### src/rtl/fetch_prefetch_unit.sv
// Instruction fetch stage: issues in-order imem requests under a credit limit and buffers
// returned words with their PCs in a prefetch FIFO; a redirect flushes and restarts fetch.
module fetch_prefetch_unit #(
  parameter int unsigned        BIN_DIG         = 32,
  parameter int unsigned        FIFO_DEPTH      = 4,
  parameter int unsigned        MAX_OUTSTANDING = 2,
  parameter logic [BIN_DIG-1:0] RESET_PC        = '0
) (
  input  logic               CLK,
  input  logic               RST,
  input  logic               redirect,
  input  logic [BIN_DIG-1:0] redirect_pc,
  output logic               imem_req_valid,
  input  logic               imem_req_ready,
  output logic [BIN_DIG-1:0] imem_req_addr,
  input  logic               imem_resp_valid,
  input  logic [BIN_DIG-1:0] imem_resp_data,
  output logic               out_valid,
  input  logic               out_ready,
  output logic [BIN_DIG-1:0] curr_pc_reg,
  output logic [BIN_DIG-1:0] curr_inst
);

  localparam int unsigned PW = (FIFO_DEPTH > 1) ? $clog2(FIFO_DEPTH) : 1;
  localparam int unsigned CW = $clog2(FIFO_DEPTH + 1);
  localparam int unsigned OW = $clog2(MAX_OUTSTANDING + 1);
  localparam logic [BIN_DIG-1:0] NopInst = BIN_DIG'(32'h13);
  localparam logic [BIN_DIG-1:0] PcStep  = BIN_DIG'(4);

  logic [BIN_DIG-1:0] fetch_pc_q, resp_pc_q;
  logic [PW-1:0]      wr_ptr_q, rd_ptr_q;
  logic [CW-1:0]      count_q;
  logic [OW-1:0]      outstanding_q, drop_cnt_q;
  logic [BIN_DIG-1:0] fifo_pc_q   [FIFO_DEPTH];
  logic [BIN_DIG-1:0] fifo_inst_q [FIFO_DEPTH];

  logic [31:0] outs_ext, cnt_ext;
  logic        credit_ok, req_fire, resp_fire, drop_now, push, pop;
  logic [OW-1:0] outs_after_resp;

  always_comb begin
    outs_ext  = 32'(outstanding_q);
    cnt_ext   = 32'(count_q);
    // Credit covers both in-flight words and buffered words, so the FIFO can never overflow.
    credit_ok = (outs_ext < MAX_OUTSTANDING) && ((outs_ext + cnt_ext) < FIFO_DEPTH);
    imem_req_valid  = RST & ~redirect & credit_ok;
    imem_req_addr   = fetch_pc_q;
    req_fire        = imem_req_valid & imem_req_ready;
    resp_fire       = imem_resp_valid & (outstanding_q != '0);
    drop_now        = resp_fire & (drop_cnt_q != '0);
    push            = resp_fire & ~drop_now & ~redirect;
    out_valid       = (count_q != '0);
    pop             = out_valid & out_ready & ~redirect;
    outs_after_resp = outstanding_q - OW'(resp_fire);
    curr_pc_reg     = out_valid ? fifo_pc_q[rd_ptr_q] : '0;
    curr_inst       = out_valid ? fifo_inst_q[rd_ptr_q] : NopInst;
  end

  always_ff @(posedge CLK or negedge RST) begin
    if (!RST) begin
      fetch_pc_q    <= RESET_PC;
      resp_pc_q     <= RESET_PC;
      wr_ptr_q      <= '0;
      rd_ptr_q      <= '0;
      count_q       <= '0;
      outstanding_q <= '0;
      drop_cnt_q    <= '0;
    end else if (redirect) begin
      fetch_pc_q    <= redirect_pc;
      resp_pc_q     <= redirect_pc;
      wr_ptr_q      <= '0;
      rd_ptr_q      <= '0;
      count_q       <= '0;
      // Every word still in flight after this cycle belongs to the old stream.
      outstanding_q <= outs_after_resp;
      drop_cnt_q    <= outs_after_resp;
    end else begin
      if (req_fire) fetch_pc_q <= fetch_pc_q + PcStep;
      if (push) begin
        resp_pc_q <= resp_pc_q + PcStep;
        wr_ptr_q  <= wr_ptr_q + PW'(1);
      end
      if (pop) rd_ptr_q <= rd_ptr_q + PW'(1);
      count_q       <= count_q + CW'(push) - CW'(pop);
      outstanding_q <= outstanding_q + OW'(req_fire) - OW'(resp_fire);
      if (drop_now) drop_cnt_q <= drop_cnt_q - OW'(1);
    end
  end

  always_ff @(posedge CLK) begin
    if (push) begin
      fifo_pc_q[wr_ptr_q]   <= resp_pc_q;
      fifo_inst_q[wr_ptr_q] <= imem_resp_data;
    end
  end

endmodule
### config.mk
export PLATFORM = sky130hd
export DESIGN_NAME = fetch_prefetch_unit
export DESIGN_NICKNAME = d
export VERILOG_FILES = /design/src/rtl/fetch_prefetch_unit.sv
export SDC_FILE = /design/constraint.sdc
export NUM_CORES = 1
export LEC_CHECK = 0
export CAP_MARGIN = 25
export CELL_PAD_IN_SITES_DETAIL_PLACEMENT = 0
export CELL_PAD_IN_SITES_GLOBAL_PLACEMENT = 2
export CORE_ASPECT_RATIO = 1.75
export CORE_MARGIN = 2
export CORE_UTILIZATION = 41
export CTS_CLUSTER_DIAMETER = 100
export DETAILED_ROUTE_END_ITERATION = 7
export PLACE_DENSITY_LB_ADDON = 0.2
export SLEW_MARGIN = 20
export SYNTH_ARGS = -nofsm -noshare
export SYNTH_HDL_FRONTEND = slang
export SYNTH_SLANG_ARGS = --single-unit
### constraint.sdc
create_clock -name CLK -period 3.8 [get_ports CLK]
set_input_delay 0.57 -clock CLK [delete_from_list [all_inputs] [get_ports CLK]]
set_output_delay 0.57 -clock CLK [all_outputs]
set_load 0.05 [all_outputs]
floorplan.png
The bar under the picture is 50 microns long. Pins as bars on the die edge. Tap cells in grey.
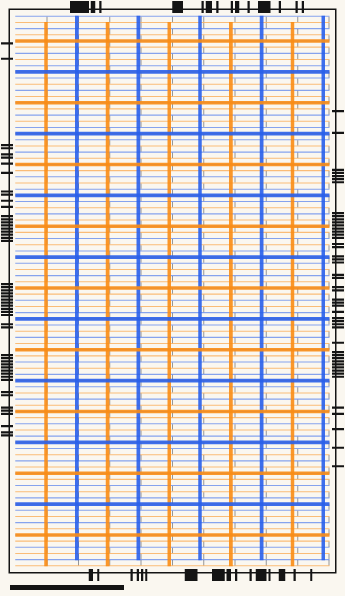
net	colour
VSS	orange
VDD	blue
met4 straps	10
met5 straps	17
rows	89
signal pins	168

m4.png
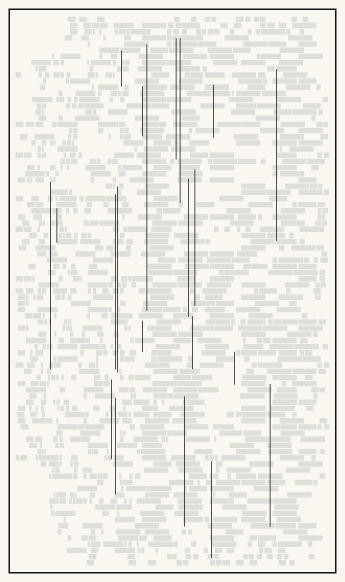
main direction	vertical
wire length on this layer	1,040 microns
longest straight run	117 microns

congestion_map.png
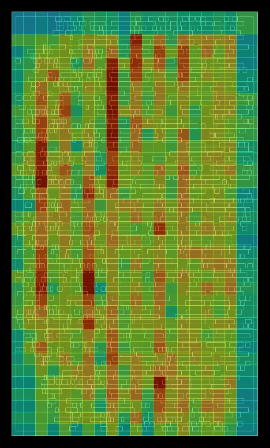
GRT Util Overall: 17.81%
routed len/inst: 20.69 microns

==> impl_metrics.env <==
# physical design summary
export IMPL_r2r_start="outstanding_q[1]$_DFF_PN0_"
export IMPL_p_sw_mw=3.957
export IMPL_worstSetupStartpointType="flop"
export IMPL_dp_cells=1469
export IMPL_area_growth_pct=23.24
export IMPL_drive_above_1_share_pct=21.70
export IMPL_yosysTopAreaCellShare_pct=55.31
export IMPL_cts_tree="yes"
export IMPL_cts_buffer_depth=3
export IMPL_p_clk_mw=3.29
export IMPL_comb_area_share_pct=23.91
export IMPL_slew_violations=0
export IMPL_nClkBuffers=32
export IMPL_worstSetupStartpoint="rd_ptr_q[0]$_DFFE_PN0P_"
export IMPL_cp_arrival_ns=2.58
export IMPL_reg2reg_depth=10
export IMPL_insertion_delay_ns=0.57
export IMPL_postCtsHoldBufs=0
export IMPL_skew_ns=0.02396
export IMPL_powerSeq_mw=4.40
export IMPL_edf_count=256
export IMPL_fp_utilization_pct=41.47
export IMPL_synth_cell_types=53
export IMPL_grt_pass1_wl_microns=47550
export IMPL_postCtsSetupBuffers=0
export IMPL_fp_nets=948
export IMPL_die_y_microns=247.6
export IMPL_intPower_mw=7.478
export IMPL_clock_root_buffer="clkbuf_16"
export IMPL_ys_seq_share_pct=68.81
export IMPL_tns_ns=0
export IMPL_flop_cell="edfxtp_1"
export IMPL_status="finished, final reports clean"
export IMPL_post_route_drc_count=0
export IMPL_max_freq_mhz=317.8
export IMPL_maxPowerGroup="sequential cells"
export IMPL_ioPinCount=168
export IMPL_gp_congestion=0.7919
export IMPL_avgSynthCellArea_sq_um=16.09
export IMPL_synthArstFlopShare_pct=22.66
export IMPL_final_nonclk_buf_share_pct=10.15
export IMPL_worst_path_max_fanout=7
export IMPL_ys_flops=331
export IMPL_xor_area_share_pct=2.647
export IMPL_largest_cell_class="sequential cells"
export IMPL_pwr_share_comb_pct=32.7
export IMPL_cts_resized=0
export IMPL_layout_top_cell="edfxtp_1"
export IMPL_grt_max_degree=65
export IMPL_post_dp_hpwl_microns=20280
export IMPL_clkSinkCount=331
export IMPL_post_route_util_pct=51.11
export IMPL_core_rowCount=89
export IMPL_antenna_cells=0
export IMPL_grt_overflow=0
export IMPL_min_period_ns=3.147
export IMPL_critPathCaptureType="output port"
export IMPL_sh_seq_area_pct=55.86
export IMPL_path_clk_slew_ns=0.07
export IMPL_netSwitchingFraction_pct=34.61
export IMPL_n_tap_cell=455
export IMPL_design_seq_count=331
export IMPL_ant_nets=0
export IMPL_core_sq_um=33520
export IMPL_num_nonclk_inverters=20
export IMPL_fin_total_pwr_mw=11.44
export IMPL_finalWirelength_microns=31540
export IMPL_instances_no_fill=1524
export IMPL_cp_data_required_time_ns=3.23
export IMPL_hold_violations=0
export IMPL_filler_cell_count=2864
export IMPL_place_area_sq_um=16050
export IMPL_r2r_setup_slack_ns=1.37
export IMPL_via_per_inst=5.240
export IMPL_path_class="reg -> out"
export IMPL_r2r_end="outstanding_q[1]$_DFF_PN0_"
export IMPL_pre_cts_slack_ns=1.040
export IMPL_top_logic_kind="multiplexers"
export IMPL_yosysTopAreaCell="edfxtp_1"
export IMPL_grt_pass1_vias=8238
export IMPL_slew_headroom_pct=54.58
export IMPL_logic_gates=474
export IMPL_comb_area_sq_um=4096
export IMPL_vias=7985
export IMPL_antenna_found_initial=0
export IMPL_warning_count=29
export IMPL_die_area_sq_um=35450
export IMPL_firstDrtPassIters=5
export IMPL_timing_hold_ws_ns=0.06962
export IMPL_finalCritPeriodShare_pct=82.81
export IMPL_leakage_nw=5.981
export IMPL_clock_area_share_pct=6.311
export IMPL_rsz0062_at_grt="false"
export IMPL_ys_sh_simple_pct=10.31
export IMPL_pwr_share_seq_pct=38.5
export IMPL_p_comb_mw=3.74
export IMPL_hold_path_class="in -> async"
layers.png
Only two layers are drawn.
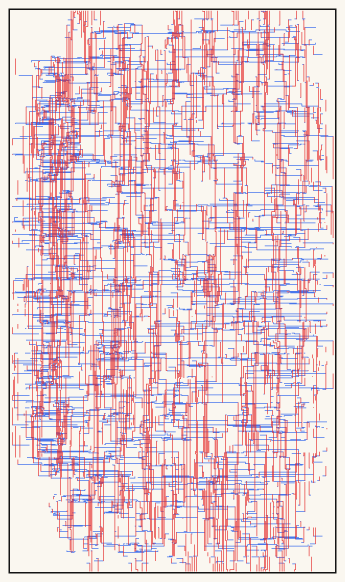
layer	colour	wire length
M1	blue	12,400 microns
M2	red	17,000 microns

closeup.png
Window x 95 to 120, y 49 to 74 microns. Cells in grey, sequential cells in the stronger grey; small squares are vias.
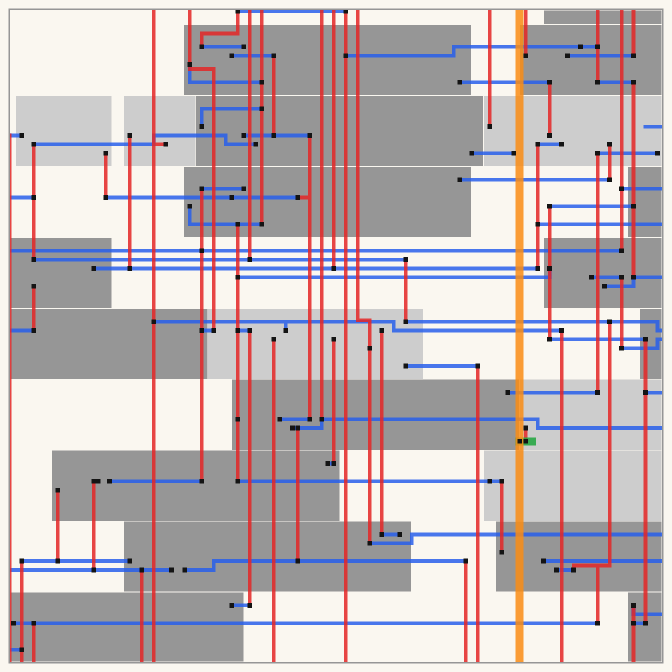
layer	colour
M1	blue
M2	red
M3	green
M4	orange
sequential cells in the window	9
netlist names of flops here include	fifo_inst_q (8), rd_ptr_q (1)
cells with their middle in the window	15
most frequent	edfxtp_1 (8), mux4_2 (2)

==> metal layers <==
metal	GRT usage (%)	share of wire (%)	vias to the layer above
met4	6.727	3.3	0
met1	20.93	39	4075
met2	32.94	54	172
met3	2.199	3.3	52
li1	-	-	3686
met5	0	0	-
==> state kept, by name, summed over array words and instances (netlist names) <==
| register | count |
|---|---|
| drop_cnt_q | 2 |
| imem_req_addr | 32 |
| resp_pc_q | 32 |
| wr_ptr_q | 2 |
| fifo_pc_q | 128 |
| fifo_inst_q | 128 |
| count_q | 3 |
| outstanding_q | 2 |
| rd_ptr_q | 2 |
==> critical path: stages (launching register included) <==
cell	delay (ns)
dfrtp_4	0.51
mux4_2	0.52
or2_2	0.29
clkdlybuf4s50_1	0.70
